==> images/ff_map.png <==
Other sequential cells in the stronger gray, the rest of the logic in the fainter gray.
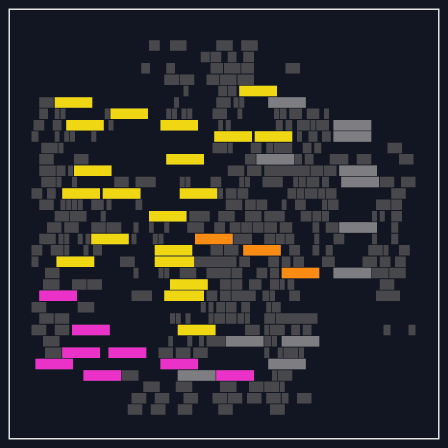
==> images/route_heat.png <==
20 x 20 tiles, from dark blue (low) to red (high), scaled to the fullest tile. Values are wire area over tile area, all layers added.
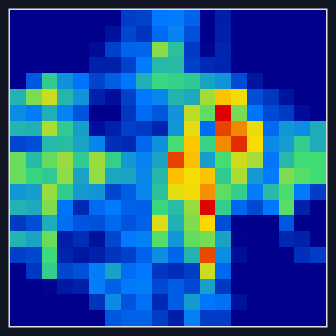
==> images/class_map.png <==
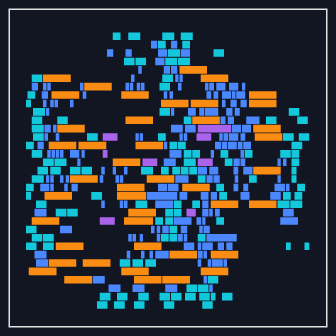
==> images/clock_wires.png <==
The bar under the picture is 20 um long.
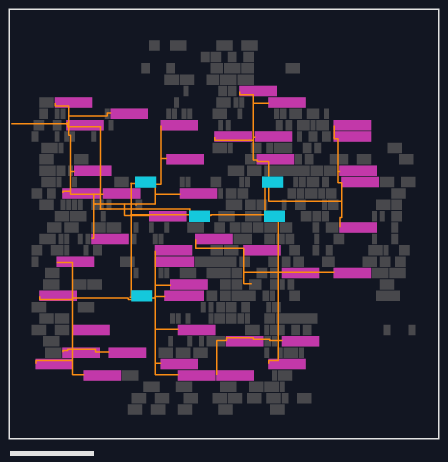
==> images/clock_nets.png <==
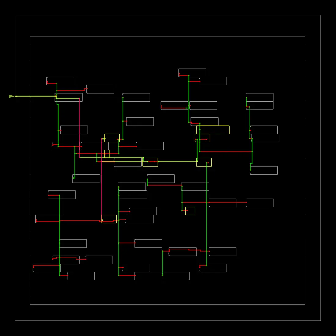
--- config.mk ---
export PLATFORM = sky130hd
export DESIGN_NAME = dp_sequencer
export DESIGN_NICKNAME = d
export VERILOG_FILES = /design/src/rtl/dp_seq_pkg.sv /design/src/rtl/dp_seq_decode.sv /design/src/rtl/dp_sequencer.sv
export SDC_FILE = /design/constraint.sdc
export NUM_CORES = 1
export LEC_CHECK = 0
export CAP_MARGIN = 30
export CORE_MARGIN = 5
export CORE_UTILIZATION = 25
export CTS_BUF_LIST = sky130_fd_sc_hd__clkbuf_4 sky130_fd_sc_hd__clkbuf_8 sky130_fd_sc_hd__clkbuf_16
export DETAILED_ROUTE_END_ITERATION = 6
export RECOVER_POWER = 25
export SLEW_MARGIN = 20
export SYNTH_ARGS = -nofsm -noshare
export SYNTH_HDL_FRONTEND = slang
export SYNTH_SLANG_ARGS = --single-unit
export TNS_END_PERCENT = 50
--- constraint.sdc ---
create_clock -name clk -period 1.9 [get_ports clk]
set_input_delay 0.38 -clock clk [delete_from_list [all_inputs] [get_ports clk]]
set_output_delay 0.38 -clock clk [all_outputs]
set_load 0.02 [all_outputs]
--- src/rtl/dp_seq_pkg.sv ---
// dp_seq_pkg: shared definitions for the datapath sequencer.
//   - instruction width and field bit positions
//   - instruction class codes
//   - FSM state enum (STEP_WAIT exists only with DP_SEQ_SINGLE_STEP_EN)
//   - dp_ctrl_t: the datapath control bundle produced by the decoder
package dp_seq_pkg;

  localparam int INSTR_W = 20;

  localparam int CLS_HI = 19;
  localparam int CLS_LO = 16;
  localparam int AOP_HI = 15;
  localparam int AOP_LO = 12;
  localparam int RD_HI  = 11;
  localparam int RD_LO  = 8;
  localparam int RA_HI  = 7;
  localparam int RA_LO  = 4;
  localparam int RB_HI  = 3;
  localparam int RB_LO  = 0;
  localparam int IMM_HI = 7;
  localparam int IMM_LO = 0;

  localparam logic [3:0] CLS_NOP  = 4'h0;
  localparam logic [3:0] CLS_ALU  = 4'h1;
  localparam logic [3:0] CLS_CMP  = 4'h2;
  localparam logic [3:0] CLS_LDI  = 4'h3;
  localparam logic [3:0] CLS_JMP  = 4'h4;
  localparam logic [3:0] CLS_JZ   = 4'h5;
  localparam logic [3:0] CLS_JC   = 4'h6;
  localparam logic [3:0] CLS_OUT  = 4'h7;
  localparam logic [3:0] CLS_HALT = 4'hF;

`ifdef DP_SEQ_SINGLE_STEP_EN
  typedef enum logic [2:0] {
    S_IDLE, S_FETCH, S_DECODE, S_EXEC, S_HALT, S_STEP_WAIT
  } state_t;
`else
  typedef enum logic [2:0] {
    S_IDLE, S_FETCH, S_DECODE, S_EXEC, S_HALT
  } state_t;
`endif

  typedef struct packed {
    logic       alu_en;
    logic [3:0] alu_opcode;
    logic [7:0] user_write_data;
    logic [3:0] write_addr;
    logic [3:0] ra_addr;
    logic [3:0] rb_addr;
    logic       write_en;
  } dp_ctrl_t;

endpackage

--- src/rtl/dp_seq_decode.sv ---
// dp_seq_decode: combinational instruction decoder.
// Ports:
//   ir          in   INSTR_W  latched instruction
//   flag_z/c    in   1        registered flags (for conditional branches)
//   ctrl        out  bundle   datapath controls for this instruction
//   is_branch   out  1        branch taken (JMP, or JZ/JC with flag set)
//   is_halt     out  1        HALT class
//   is_out      out  1        OUT class
//   is_flag_upd out  1        ALU/CMP: flags latch on the EXEC edge
//   is_illegal  out  1        undefined class 8..E
module dp_seq_decode
  import dp_seq_pkg::*;
(
  input  logic [INSTR_W-1:0] ir,
  input  logic               flag_z,
  input  logic               flag_c,
  output dp_ctrl_t           ctrl,
  output logic               is_branch,
  output logic               is_halt,
  output logic               is_out,
  output logic               is_flag_upd,
  output logic               is_illegal
);

  logic [3:0] cls, aop, rd, ra, rb;
  logic [7:0] imm;

  assign cls = ir[CLS_HI:CLS_LO];
  assign aop = ir[AOP_HI:AOP_LO];
  assign rd  = ir[RD_HI:RD_LO];
  assign ra  = ir[RA_HI:RA_LO];
  assign rb  = ir[RB_HI:RB_LO];
  assign imm = ir[IMM_HI:IMM_LO];

  always_comb begin
    ctrl        = '0;
    is_branch   = 1'b0;
    is_halt     = 1'b0;
    is_out      = 1'b0;
    is_flag_upd = 1'b0;
    is_illegal  = 1'b0;
    case (cls)
      CLS_NOP: ;
      CLS_ALU: begin
        ctrl.alu_en     = 1'b1;
        ctrl.alu_opcode = aop;
        ctrl.write_addr = rd;
        ctrl.ra_addr    = ra;
        ctrl.rb_addr    = rb;
        ctrl.write_en   = 1'b1;
        is_flag_upd     = 1'b1;
      end
      CLS_CMP: begin
        ctrl.alu_en     = 1'b1;
        ctrl.alu_opcode = aop;
        ctrl.ra_addr    = ra;
        ctrl.rb_addr    = rb;
        is_flag_upd     = 1'b1;
      end
      CLS_LDI: begin
        ctrl.write_addr      = rd;
        ctrl.user_write_data = imm;
        ctrl.write_en        = 1'b1;
      end
      CLS_JMP: is_branch = 1'b1;
      CLS_JZ:  is_branch = flag_z;
      CLS_JC:  is_branch = flag_c;
      CLS_OUT: begin
        ctrl.ra_addr = ra;
        is_out       = 1'b1;
      end
      CLS_HALT: is_halt = 1'b1;
      default:  is_illegal = 1'b1;  // classes 8..E
    endcase
  end

endmodule

--- src/rtl/dp_sequencer.sv ---
// dp_sequencer: fetch/decode/execute controller for the 8-bit, 16-register
// ALU datapath. Three cycles per instruction (FETCH, DECODE, EXEC).
// Optional feature macro: DP_SEQ_SINGLE_STEP_EN (adds step_mode/step and
// the STEP_WAIT state).
// Ports:
//   clk, rst_n                  clock, async active-low reset
//   start                       level, sampled in IDLE/HALT
//   step_mode, step             single-step controls (macro builds only)
//   imem_addr / imem_data       sync instruction ROM, 1-cycle latency
//   alu_en, alu_opcode, user_write_data, write_addr, ra_addr, rb_addr,
//   write_en                    datapath controls, zero outside EXEC
//   read_a, alu_zero, alu_carry datapath feedback
//   out_data, out_valid         OUT result and its one-cycle pulse
//   busy, halted, illegal       status
//   flag_z, flag_c              registered ALU flags
module dp_sequencer
  import dp_seq_pkg::*;
#(
  parameter int PC_W = 8
) (
  input  logic               clk,
  input  logic               rst_n,
  input  logic               start,
`ifdef DP_SEQ_SINGLE_STEP_EN
  input  logic               step_mode,
  input  logic               step,
`endif
  output logic [PC_W-1:0]    imem_addr,
  input  logic [INSTR_W-1:0] imem_data,
  output logic               alu_en,
  output logic [3:0]         alu_opcode,
  output logic [7:0]         user_write_data,
  output logic [3:0]         write_addr,
  output logic [3:0]         ra_addr,
  output logic [3:0]         rb_addr,
  output logic               write_en,
  input  logic [7:0]         read_a,
  input  logic               alu_zero,
  input  logic               alu_carry,
  output logic [7:0]         out_data,
  output logic               out_valid,
  output logic               busy,
  output logic               halted,
  output logic               illegal,
  output logic               flag_z,
  output logic               flag_c
);

  localparam logic [PC_W-1:0] PC_ONE = {{(PC_W-1){1'b0}}, 1'b1};

  state_t             state, state_nxt;
  logic [PC_W-1:0]    pc;
  logic [INSTR_W-1:0] ir;

  dp_ctrl_t dec_ctrl, ctrl;
  logic     dec_branch, dec_halt, dec_out, dec_flag_upd, dec_illegal;

  dp_seq_decode u_decode (
    .ir          (ir),
    .flag_z      (flag_z),
    .flag_c      (flag_c),
    .ctrl        (dec_ctrl),
    .is_branch   (dec_branch),
    .is_halt     (dec_halt),
    .is_out      (dec_out),
    .is_flag_upd (dec_flag_upd),
    .is_illegal  (dec_illegal)
  );

  // Next state and gated controls. Controls derive from state so an async
  // reset drops write_en in the same instant.
  always_comb begin
    state_nxt = state;
    ctrl      = '0;
    case (state)
      S_IDLE, S_HALT: if (start) state_nxt = S_FETCH;
      S_FETCH:        state_nxt = S_DECODE;
      S_DECODE:       state_nxt = S_EXEC;
      S_EXEC: begin
        ctrl = dec_ctrl;
        if (dec_halt || dec_illegal) state_nxt = S_HALT;
`ifdef DP_SEQ_SINGLE_STEP_EN
        else if (step_mode)          state_nxt = S_STEP_WAIT;
`endif
        else                         state_nxt = S_FETCH;
      end
`ifdef DP_SEQ_SINGLE_STEP_EN
      S_STEP_WAIT: if (step) state_nxt = S_FETCH;
`endif
      default: state_nxt = S_IDLE;
    endcase
  end

  always_ff @(posedge clk or negedge rst_n) begin
    if (!rst_n) begin
      state     <= S_IDLE;
      pc        <= '0;
      ir        <= '0;
      flag_z    <= 1'b0;
      flag_c    <= 1'b0;
      illegal   <= 1'b0;
      out_data  <= '0;
      out_valid <= 1'b0;
    end else begin
      state     <= state_nxt;
      out_valid <= 1'b0;
      case (state)
        S_IDLE, S_HALT: begin
          if (start) begin
            pc      <= '0;
            flag_z  <= 1'b0;
            flag_c  <= 1'b0;
            illegal <= 1'b0;
          end
        end
        S_DECODE: begin
          ir <= imem_data;
          pc <= pc + PC_ONE;  // natural wrap at 2^PC_W
        end
        S_EXEC: begin
          if (dec_flag_upd) begin
            flag_z <= alu_zero;
            flag_c <= alu_carry;
          end
          // taken branch overrides the increment done in DECODE
          if (dec_branch) pc <= ir[PC_W-1:0];
          if (dec_out) begin
            out_data  <= read_a;
            out_valid <= 1'b1;
          end
          if (dec_illegal) illegal <= 1'b1;
        end
        default: ;
      endcase
    end
  end

  assign imem_addr       = pc;
  assign alu_en          = ctrl.alu_en;
  assign alu_opcode      = ctrl.alu_opcode;
  assign user_write_data = ctrl.user_write_data;
  assign write_addr      = ctrl.write_addr;
  assign ra_addr         = ctrl.ra_addr;
  assign rb_addr         = ctrl.rb_addr;
  assign write_en        = ctrl.write_en;

  assign halted = (state == S_HALT);
  assign busy   = (state != S_HALT) && (state != S_IDLE);

endmodule

==> impl_metrics.json <==
{
  "pg_comb_uw": 2840,
  "violations": "negative setup slack",
  "placed_cells": 434,
  "track_usage_pct": 12.7,
  "wl_met1_mm": 2.75,
  "comb_share_pct": 31.6,
  "synth_cell_types": 40,
  "n_all_buffers": 113,
  "yosys_area_um2": 2130,
  "ys_sh_simple_pct": 27.8,
  "io_buffer_count": 80,
  "largest_register_ffs": 20,
  "nNetsFinal": 374,
  "drt_iter0_markers": 58,
  "vias": 2022,
  "hp-class": "in2async",
  "dr_wl_met2_mm": 3.05,
  "crit_top_cell": "buf_6",
  "crit_arrival_ns": 1.56,
  "synthToLayoutAreaGrowth_pct": 61.9,
  "clkCellAreaFrac_pct": 3.26,
  "timing.final.ws_setup_ns": -0.0381,
  "finalSetupViolCount": 2,
  "drcViolationCount": 0,
  "pre_cts_ws_ns": -0.235,
  "crit_family": "flip-flops",
  "diodes": 0,
  "slew_headroom_pct": 25.9,
  "path_clk_slew_ns": 0.09,
  "place_congestion": 0.807,
  "finalCriticalPeriod_ns": 1.94,
  "finalHoldViolations": 0,
  "synth_area_um2": 2130,
  "yosysWarnings": 0,
  "routed.top_layer": "met4",
  "grt-busiest-layer": "met2",
  "outcome": "finished, violations left",
  "antenna_found_initial": 0
}
Back to the opening pictures, ff_map.png:
netlist name	color	flops
`out_data`	magenta	8
`state`	orange	3
`ir`	yellow	20
not colored	12

Back to the opening pictures, route_heat.png:
densest ninth of the die	center
nearly empty tiles	28%
emptiest ninth of the die	lower right
mean over tiles	0.099
fullest tile	0.42

Back to the opening pictures, class_map.png:
class	color	cells	share of their area
remaining buffers and delay cells	cyan	113	31%
clock drivers and dummy loads	purple	8	3.4%
remaining logic cells	blue	177	33%
registers	orange	43	32%

Back to the opening pictures, clock_wires.png:
[clock-net drivers] cyan | count: 5
[clock wires] orange | length: 579 um
[flip-flops] magenta | count: 43
routed clock nets	6
clk latency late pin: 0.29 ns
part of the power in the clock network: 13.9%
clock-net power: 724 uW

Back to the opening pictures, clock_nets.png:
Flop Count: 43
# clock sinks: 43
clock buffers: 5
clk_skew: 0.00342 ns

Power is estimated from default activity; no workload was simulated.
